Fig. 1: M1 wires
Cells faint in the background.
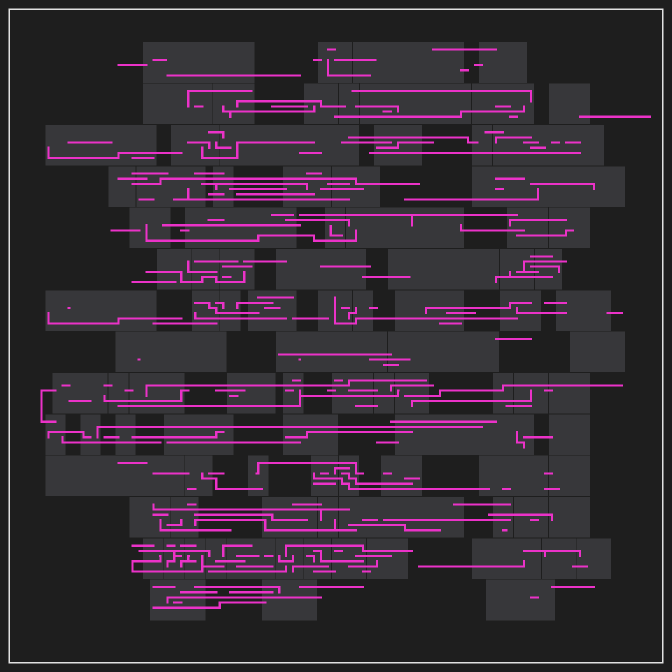
Fig. 2: signal wires on met2
Scale bar: 10 microns.
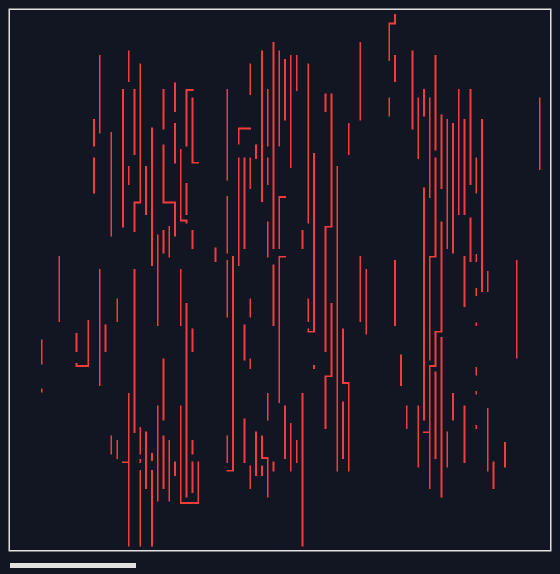
Fig. 3: met3 routing
Scale bar: 10 microns.
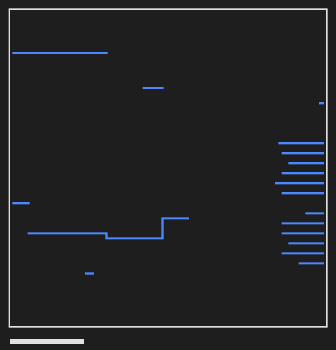
Fig. 4: wire density map
Scale bar: 10 microns. 9 x 9 tiles, from dark purple (low) to yellow (high), scaled to the fullest tile. Values are wire area over tile area, all layers added.
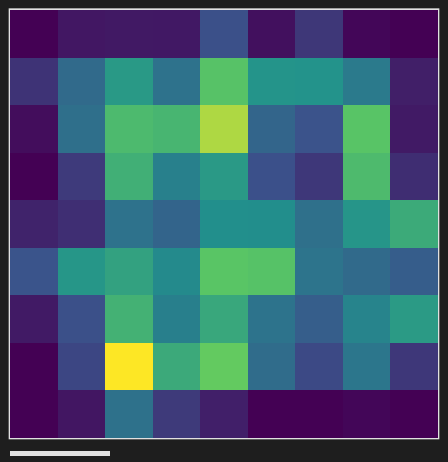
Design bus_rr_arbiter, sky130hd; sources not shown.
==> impl_metrics.yaml <==
# synthesis and place-and-route metrics
logic_synthesis:
  yosys_area_sq_um: 832
  top_area_share_pct: 24.1
  ys_warn_count: 0
  syn-mean-instance-area_sq_um: 9.04
  edf_count: 0
  ys_types: 40
die:
  initCoreUtil_pct: 57.2
  rows: 14
  dieArea_sq_um: 1840
sta:
  setup_tns_ns: 0
  rsz0062_at_grt: "no"
  whs_ns: 0.383
  hold_viol: 0
  fmax_ghz: 0.445
  setup_slack_ns: 0.252
finish:
  utilization_pct: 65.7
  final_cells: 114
  stdcell_area_sq_um: 956
  final_nets: 117
  areaGrowthSynthToFinish_pct: 14.9
global_route:
  gr-total-overflow: 0
placed_design:
  place_area_sq_um: 881
  dp.cells: 111
  dp_hpwl_microns: 1270
status:
  status: "finished, final reports clean"
worst_hold_path:
  hold_path_class: "input pin to register"
  whs_path_depth: 2
cts:
  cts_resized: 0
  htreeDepth: 1
  cts-root-buf: "clkbuf_16"
setup_path:
  cp.depth: 4
  worst_path_max_delay_cell: "dfxtp_1"
  critPathMaxStageDelay_ns: 0.35
drt:
  post-route-drc-count: 0
  drt-initial-drc-count: 19
pwr:
  ir_drop_mv: 0.560
-- Fig. 1 (at the start) --
nets with wire on the layer = 102
share of all routed wire = 46%
main direction = horizontal
longest straight run = 25.3 microns
wire length on this layer = 791 microns
met1 usage: 27.4%
final wirelength: 1700 microns
via count: 704

-- Fig. 2 (at the start) --
share of all routed wire = 46%
wire length on this layer = 791 microns
main direction = vertical
longest straight run = 24.1 microns
nets with wire on the layer = 100
GR Layer Usage met2: 33.0%

-- Fig. 3 (at the start) --
nets with wire on the layer = 17
wire length on this layer = 103 microns
main direction = horizontal
GR Layer Usage met3: 6.38%

-- Fig. 4 (at the start) --
fullest tile = 0.44
mean over tiles = 0.15
tiles over half the peak = 28%
drt wl/cell: 14.9 microns
GR Util All Layers: 21.2%

[where the power goes]
group	total (mW)	internal, mW	switching, mW
Sequential	0.201	0.174	0.0266
Combinational	0.238	0.0905	0.147
Clock	0.280	0.207	0.0729
[cells in the mapped netlist, drive strengths merged, types with 2 or more instances]
| cell | instances |
|---|---|
| a21oi | 6 |
| mux2i | 7 |
| o21ai | 3 |
| nand2 | 4 |
| clkbuf | 2 |
| a22oi | 2 |
| nand3b | 2 |
| nand3 | 2 |
| nor2 | 10 |
| buf | 2 |
| xnor2 | 2 |
| ha | 6 |
| a211oi | 3 |
| nor3 | 2 |
| and2 | 6 |
| dfxtp | 10 |
| nor4 | 2 |
| inv | 6 |
[layout by cell type, fill, tap and decap left out, types with 3 or more instances in the layout]
cell       instances
nor2_1            10
dfxtp_1           10
mux2i_1            7
buf_4              7
inv_1              6
ha_1               6
and2_1             5
nand2_1            4
a21oi_1            3
clkbuf_16          3
[logic make-up (layout without fill, tap and decap cells)]
logic type | Yosys count | in the layout | share of synthesized area [%]
compound gates | 20 | 20 | 25.0
flops | 10 | 10 | 24.1
xor+xnor | 2 | 2 | 2.11
simple gates | 35 | 35 | 22.7
mux | 8 | 8 | 11.1
fa+ha+maj | 6 | 6 | 9.02
buf+inv | 11 | 17 | 6.01
[metal layers]
metal | share of wire [%] | global-route usage (%) | vias up
met2 | 46 | 33.0 | 20
met1 | 46 | 27.4 | 330
met5 | 0 | 0 | -
li1 | - | - | 352
met4 | 1.0 | 7.50 | 0
met3 | 6.0 | 6.38 | 2
[cell type report]
type,instances,area [sq um]
inverter,7,26.3
sequential,10,200
tap,16,20.0
clock buffer,3,75.1
timing repair buffer,7,52.6
multi-input combinational,71,582
fill,121,498
No activity file was given, so power comes from the tool's default toggle rates.
